### Where the registers sit

The bar under the picture is 20 um long. Other sequential cells in the stronger gray, the rest of the logic in the fainter gray.
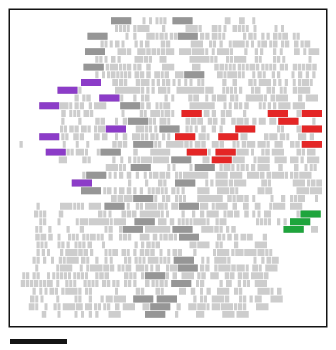
### Clock nets

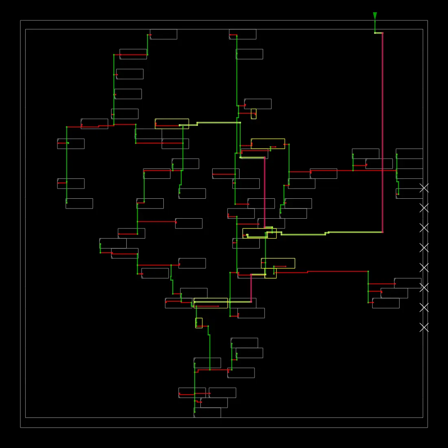
### Cell sizes after repair

The bar under the picture is 20 um long.
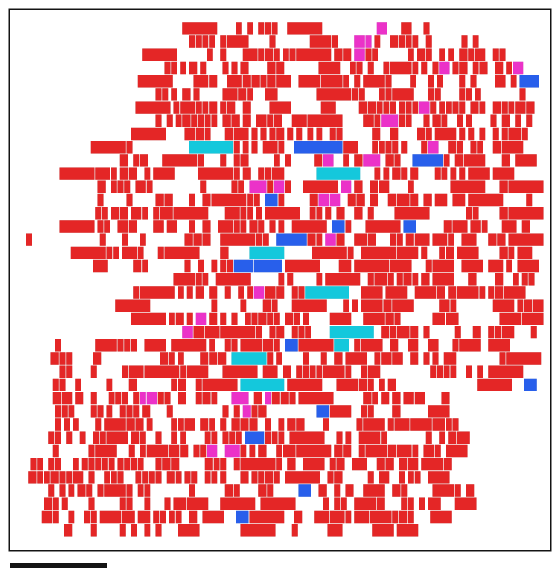
### Placed cells, one color a class

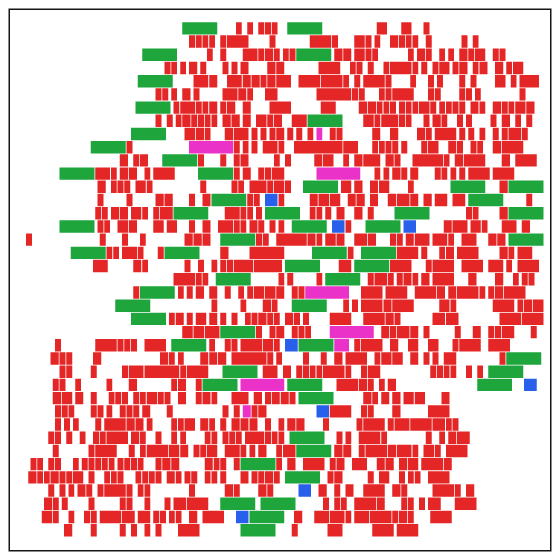
### Routed clock nets over the placement

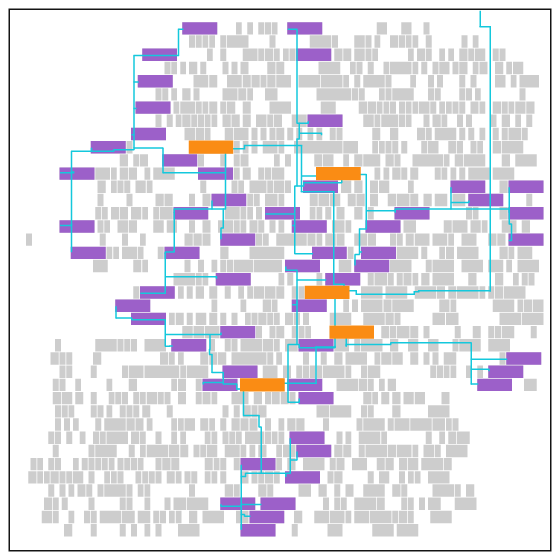
**src/rtl/pinball_ball_renderer.sv**
```systemverilog
// Pinball ball renderer: one physics step per frame on the vsync falling edge, plus
// registered RGB for ball, three walls and background.
module pinball_ball_renderer #(
    parameter int BALL_SIZE = 8,
    parameter int START_X   = 600,
    parameter int START_Y   = 440,
    parameter int LAUNCH_VX = -2,
    parameter int LAUNCH_VY = -12,
    parameter int GRAVITY   = 1,
    parameter int GRAV_DIV  = 4,
    parameter int VMAX      = 12,
    parameter int XMIN      = 8,
    parameter int XMAX      = 631,
    parameter int YMIN      = 8,
    parameter int YMAX      = 479
) (
    input  logic        i_clk,
    input  logic        i_rst,
    input  logic [11:0] i_x,
    input  logic [11:0] i_y,
    input  logic        i_vsync,
    input  logic        i_launch,
    output logic [3:0]  o_red,
    output logic [3:0]  o_green,
    output logic [3:0]  o_blue,
    output logic [11:0] o_ball_x,
    output logic [11:0] o_ball_y,
    output logic        o_ball_lost
);

    typedef enum logic [2:0] {StHold, StIdle, StUpdX, StUpdY, StGrav} state_t;

    localparam logic [11:0]        START_X12 = 12'(START_X);
    localparam logic [11:0]        START_Y12 = 12'(START_Y);
    localparam logic signed [7:0]  VX0       = 8'(LAUNCH_VX);
    localparam logic signed [7:0]  VY0       = 8'(LAUNCH_VY);
    localparam logic signed [8:0]  GRAV9     = 9'(GRAVITY);
    localparam logic signed [8:0]  VMAX9     = 9'(VMAX);
    localparam logic [7:0]         GRAV_LAST = 8'(GRAV_DIV - 1);
    // Clamp positions: the farthest top-left coordinate that keeps the ball inside.
    localparam logic signed [12:0] X_LO      = 13'(XMIN);
    localparam logic signed [12:0] X_HI      = 13'(XMAX - BALL_SIZE + 1);
    localparam logic signed [12:0] Y_LO      = 13'(YMIN);
    localparam logic signed [12:0] Y_HI      = 13'(YMAX - BALL_SIZE + 1);
    localparam logic [12:0]        SIZE13    = 13'(BALL_SIZE);

    state_t             r_state, w_state_next;
    logic [11:0]        r_ball_x, w_ball_x_next;
    logic [11:0]        r_ball_y, w_ball_y_next;
    logic signed [7:0]  r_vx, w_vx_next;
    logic signed [7:0]  r_vy, w_vy_next;
    logic [7:0]         r_grav_cnt, w_grav_cnt_next;
    logic               r_vsync_d;
    logic               r_ball_lost, w_ball_lost_next;
    logic [11:0]        r_rgb, w_rgb_next;

    logic               w_tick;
    logic signed [12:0] w_nx, w_ny;
    logic signed [8:0]  w_vy_sum;
    logic               w_in_ball;

    assign w_tick   = r_vsync_d & ~i_vsync;
    assign w_nx     = $signed({1'b0, r_ball_x}) + $signed({{5{r_vx[7]}}, r_vx});
    assign w_ny     = $signed({1'b0, r_ball_y}) + $signed({{5{r_vy[7]}}, r_vy});
    assign w_vy_sum = $signed({r_vy[7], r_vy}) + GRAV9;

    always_comb begin
        w_state_next     = r_state;
        w_ball_x_next    = r_ball_x;
        w_ball_y_next    = r_ball_y;
        w_vx_next        = r_vx;
        w_vy_next        = r_vy;
        w_grav_cnt_next  = r_grav_cnt;
        w_ball_lost_next = 1'b0;
        unique case (r_state)
            StHold: begin
                w_ball_x_next = START_X12;
                w_ball_y_next = START_Y12;
                if (w_tick && i_launch) begin
                    w_vx_next       = VX0;
                    w_vy_next       = VY0;
                    w_grav_cnt_next = 8'd0;
                    w_state_next    = StIdle;
                end
            end
            StIdle: begin
                if (w_tick) w_state_next = StUpdX;
            end
            StUpdX: begin
                if (w_nx < X_LO) begin
                    w_ball_x_next = X_LO[11:0];
                    w_vx_next     = -r_vx;
                end else if (w_nx > X_HI) begin
                    w_ball_x_next = X_HI[11:0];
                    w_vx_next     = -r_vx;
                end else begin
                    w_ball_x_next = w_nx[11:0];
                end
                w_state_next = StUpdY;
            end
            StUpdY: begin
                if (w_ny < Y_LO) begin
                    w_ball_y_next = Y_LO[11:0];
                    w_vy_next     = -r_vy;
                    w_state_next  = StGrav;
                end else if (w_ny > Y_HI) begin
                    // Open bottom edge: the ball drains back to the plunger.
                    w_ball_lost_next = 1'b1;
                    w_ball_x_next    = START_X12;
                    w_ball_y_next    = START_Y12;
                    w_vx_next        = 8'sd0;
                    w_vy_next        = 8'sd0;
                    w_state_next     = StHold;
                end else begin
                    w_ball_y_next = w_ny[11:0];
                    w_state_next  = StGrav;
                end
            end
            StGrav: begin
                if (r_grav_cnt == GRAV_LAST) begin
                    w_grav_cnt_next = 8'd0;
                    w_vy_next       = (w_vy_sum > VMAX9) ? VMAX9[7:0] : w_vy_sum[7:0];
                end else begin
                    w_grav_cnt_next = r_grav_cnt + 8'd1;
                end
                w_state_next = StIdle;
            end
            default: w_state_next = StHold;
        endcase
    end

    assign w_in_ball = ({1'b0, i_x} >= {1'b0, r_ball_x}) &&
                       ({1'b0, i_x} <  ({1'b0, r_ball_x} + SIZE13)) &&
                       ({1'b0, i_y} >= {1'b0, r_ball_y}) &&
                       ({1'b0, i_y} <  ({1'b0, r_ball_y} + SIZE13));

    always_comb begin
        w_rgb_next = 12'h020;
        if (i_x == 12'd0 || i_y == 12'd0) begin
            w_rgb_next = 12'h000;
        end else if (w_in_ball) begin
            w_rgb_next = 12'hFFF;
        end else if (i_x < 12'(XMIN) || i_x > 12'(XMAX) || i_y < 12'(YMIN)) begin
            w_rgb_next = 12'h00F;
        end
    end

    always_ff @(posedge i_clk) begin
        if (i_rst) begin
            r_state     <= StHold;
            r_ball_x    <= START_X12;
            r_ball_y    <= START_Y12;
            r_vx        <= 8'sd0;
            r_vy        <= 8'sd0;
            r_grav_cnt  <= 8'd0;
            r_vsync_d   <= 1'b1;
            r_ball_lost <= 1'b0;
            r_rgb       <= 12'h000;
        end else begin
            r_state     <= w_state_next;
            r_ball_x    <= w_ball_x_next;
            r_ball_y    <= w_ball_y_next;
            r_vx        <= w_vx_next;
            r_vy        <= w_vy_next;
            r_grav_cnt  <= w_grav_cnt_next;
            r_vsync_d   <= i_vsync;
            r_ball_lost <= w_ball_lost_next;
            r_rgb       <= w_rgb_next;
        end
    end

    assign o_red       = r_rgb[11:8];
    assign o_green     = r_rgb[7:4];
    assign o_blue      = r_rgb[3:0];
    assign o_ball_x    = r_ball_x;
    assign o_ball_y    = r_ball_y;
    assign o_ball_lost = r_ball_lost;

endmodule

```
**config.mk**
```make
export PLATFORM = sky130hd
export DESIGN_NAME = pinball_ball_renderer
export DESIGN_NICKNAME = d
export VERILOG_FILES = /design/src/rtl/pinball_ball_renderer.sv
export SDC_FILE = /design/constraint.sdc
export NUM_CORES = 1
export LEC_CHECK = 0
export ABC_AREA = 1
export CORE_UTILIZATION = 50
export DETAILED_ROUTE_END_ITERATION = 10
export DONT_BUFFER_PORTS = 1
export MAX_ROUTING_LAYER = met4
export PLACE_DENSITY = 0.74
export SLEW_MARGIN = 20
export SYNTH_ARGS = -nofsm -noshare
export SYNTH_HDL_FRONTEND = slang
export SYNTH_SLANG_ARGS = --single-unit
```
**constraint.sdc**
```tcl
create_clock -name i_clk -period 3.55 [get_ports i_clk]
set_input_delay 0.5325 -clock i_clk [delete_from_list [all_inputs] [get_ports i_clk]]
set_output_delay 0.5325 -clock i_clk [all_outputs]
set_load 0.02 [all_outputs]
```
==> results.yml <==
# yosys + openroad results
run_status:
  status: "complete, but fails checks"
  violations: "DRC"
pwr:
  pg_seq_uw: 718
  switching_power_uw: 723.6
  p_comb_uw: 659
  comb_power_share_pct: 35.1
  p_sw_share_pct: 38.50
  power_frac_seq_pct: 38.2
  p_per_area_mw_per_mm2: 301.7
  vdd_drop_max_uv: 190.5
timing:
  min_period_ps: 2793
  finalSetupViolations: 0
  period_used_pct: 78.66
  rsz0062_at_grt: "false"
  slew_headroom_pct: 48.78
  max_freq_mhz: 358.1
  tightest_slew_ps: 767.2
  hold_viol_final: 0
final_layout:
  largest_class: "multi-input combinational cells"
  final_cell_mix: "nand2_1 (254), inv_1 (142), nor2_1 (97)"
  lay_top_count: "nand2_1"
  fill_cells: 1166
  drive_above_1_share_pct: 5.263
  clkCellAreaFrac_pct: 2.290
  regArea_mm2: 0.001121
  buf_share_pct: 0.9640
  area_growth_pct: 4.447
  num-nonclk-inverters: 146
  comb_share_pct: 67.08
  n_antenna_cell: 0
  nClkBuffers: 6
synth:
  synth_area_mm2: 0.005964
  ys_top_logic_family: "simple AND/OR/NAND/NOR gates"
  synth_cells: 953
  ys.flops: 56
  syn_nets: 1056
  yosysCellCount: 953
  ys_seq_share_pct: 18.80
  ys_sh_simple_pct: 38.98
  ys_types: 47
  synthAoiAreaFrac_pct: 10.24
  mux_area_share_pct: 0
  async_flop_share_pct: 0
  ys_chip_area_mm2: 0.005964
  synth.cellmix.xorXnorShare_pct: 4.867
  syn_area_per_cell_um2: 6.259
critical_path:
  slowest_delay_ps: 430
  slowest_stage: "dfxtp_1"
  worst_ep_required_time_ps: 3790
  reg2reg_to: "r_vx[7]"
  cp_cell_sequence: "ha_1, fa_1, nand3_1, nand2_2, nand3_1, nand3_1, nand2_1, nand2_1, nand3_1, nor2_1, nor2_1, nand3_2, nand3_1, nand2_1, nor2_1"
  cp-end-kind: "register"
  path_delay_family: "simple AND/OR/NAND/NOR gates"
  rr_worst_depth: 15
  crit_type: "register to register"
  crit_buf_inv: 0
  worst_path_most_repeated_cell: "nand3_1"
  critPathLaunchType: "register"
placement:
  portBuffers: 0
  gp_congestion: 0.9211
  placed_area_mm2: 0.006087
  hpwl_um: 11970
  dp_cells: 1085
floorplanning:
  io_pins: 65
  initCoreUtil_pct: 51.79
  fp.dieW_um: 111.2
  tap_cells: 143
global_routing:
  grt_max_degree: 28
  grt_usage_pct: 25.04
  grt_pass1_wl_um: 24870
  antenna_found_initial: 0
  grt_overflow_total: 0
clock_tree:
  cts_sinks: 56
  postCtsHoldBufs: 0
  cts-resized-gates: 0
  clk_pin_slew_ps: 70
  post_cts_buffers: 0
  cts_tree: "yes"
  cts_max_level: 2
  cts_root_buffer: "clkbuf_16"
  cts.path.max_buffers: 2
run:
  warning_count: 30
  max_cap_viol_count: 0
routing:
  routed_wl_um: 14580
  ant_nets: 0
  vias_per_cell: 5.312
  first_pass_iters: 8
  drc: 16
  wl_per_cell_um: 13.34
  vias: 5806
hold_path:
  hold_depth: 1
  hp-start: "i_rst"
  hold_end: "o_ball_x[8]"
  min_path_type: "input pin to register"
About 'Where the registers sit':
| color | name in the netlist | sequential cells |
|---|---|---|
| green | r_rgb | 3 |
| red | o_ball_y | 12 |
| purple | r_grav_cnt | 8 |
not colored: 33
Final Util: 54.10%
Seq/total area: 18.00%

About 'Clock nets':
clk ins delay skew pair: 300 ps
seq_cells: 56
CTS Buf Count: 5
Clock Skew: 6.741 ps
P_clk: 502 uW

About 'Cell sizes after repair':
| color | size | cells | share |
|---|---|---|---|
| red | drive 1 or less | 900 | 95% |
| cyan | drive 6 and up | 8 | 0.84% |
| blue | drive 3 to 4 | 15 | 1.6% |
| magenta | drive 2 | 27 | 2.8% |
Design Area, Final: 0.006230 mm^2
nonclk buf count: 8
final setup margin: 757.4 ps

About 'Placed cells, one color a class':
| color | class | cells | share of their area |
|---|---|---|---|
| red | all other logic | 878 | 78% |
| blue | other buffers and delay cells | 8 | 0.99% |
| magenta | clock drivers and dummy loads | 8 | 2.4% |
| green | flip-flops | 56 | 19% |
Row Count: 39
Core ar.: 0.01152 mm^2

About 'Routed clock nets over the placement':
[orange] cells driving clock nets | count: 5
[purple] flip-flops | count: 56
[cyan] clock wires | length: 762 um
flops lie: all over the die
routed clock nets: 6
Clk pwr share: 26.7%

==> state kept, by name, indices dropped and copies added (netlist names) <==
register / cells
r_vx: 8
o_ball_lost: 1
r_vy: 8
r_vsync_d: 1
r_state: 3
o_ball_x: 12
r_grav_cnt: 8
r_rgb: 3
o_ball_y: 12
==> through the flow <==
step / setup slack [ps] / power (uW) / util (%) / hold WS (ps)
floorplan: 1100 / 1259 / - / 447.5
global placement: 846.9 / 1376 / 52.86 / 464.7
detailed placement: 803.4 / 1382 / 52.86 / 471.9
CTS: 774.7 / 1886 / 54.10 / 291.2
global route: 472.3 / 2017 / 54.10 / 284.1
finish: 757.4 / 1879 / 54.10 / 297.1
==> Yosys cell counts, types with 5 or more instances <==
cell type  instances  area (um^2)
nand2_1          254        953.4
inv_1            142        533.0
nor2_1            97        364.1
nand3_1           77        385.4
ha_1              73        913.4
dfxtp_1           56         1121
a21oi_1           47        235.2
o21ai_0           31        155.2
nor3_1            28        140.1
xor2_1            26        227.7
nand4_1           23        143.9
nand2_2           12        75.07
buf_4              9        67.56
clkbuf_1           6        22.52
o21bai_1           6        45.04
a211oi_1           5        37.54
nand3b_1           5        37.54
==> routing by layer <==
metal  share of wire (%)  up-vias  global-route usage [%]
met5                   0        -                       -
met4                 1.9        0                   7.477
met3                 5.1       20                   3.445
met2                  44      141                   39.38
met1                  49     2564                   33.32
li1                    -     3081                       -
==> worst max-delay path by stage <==
stage,startpoint,end,slack (ps),cells past startpoint
finish,o_ball_x[0],r_vx[7],760,15
global route,o_ball_x[0],r_vx[2],470,15
CTS,o_ball_y[0],r_vy[1],770,16
detailed placement,o_ball_y[0],r_vy[1],800,16
global placement,o_ball_y[0],r_vy[1],850,15
floorplan,o_ball_y[0],r_vy[4],1100,15
Power figures rest on the tool's default switching activity, not on a simulated workload.
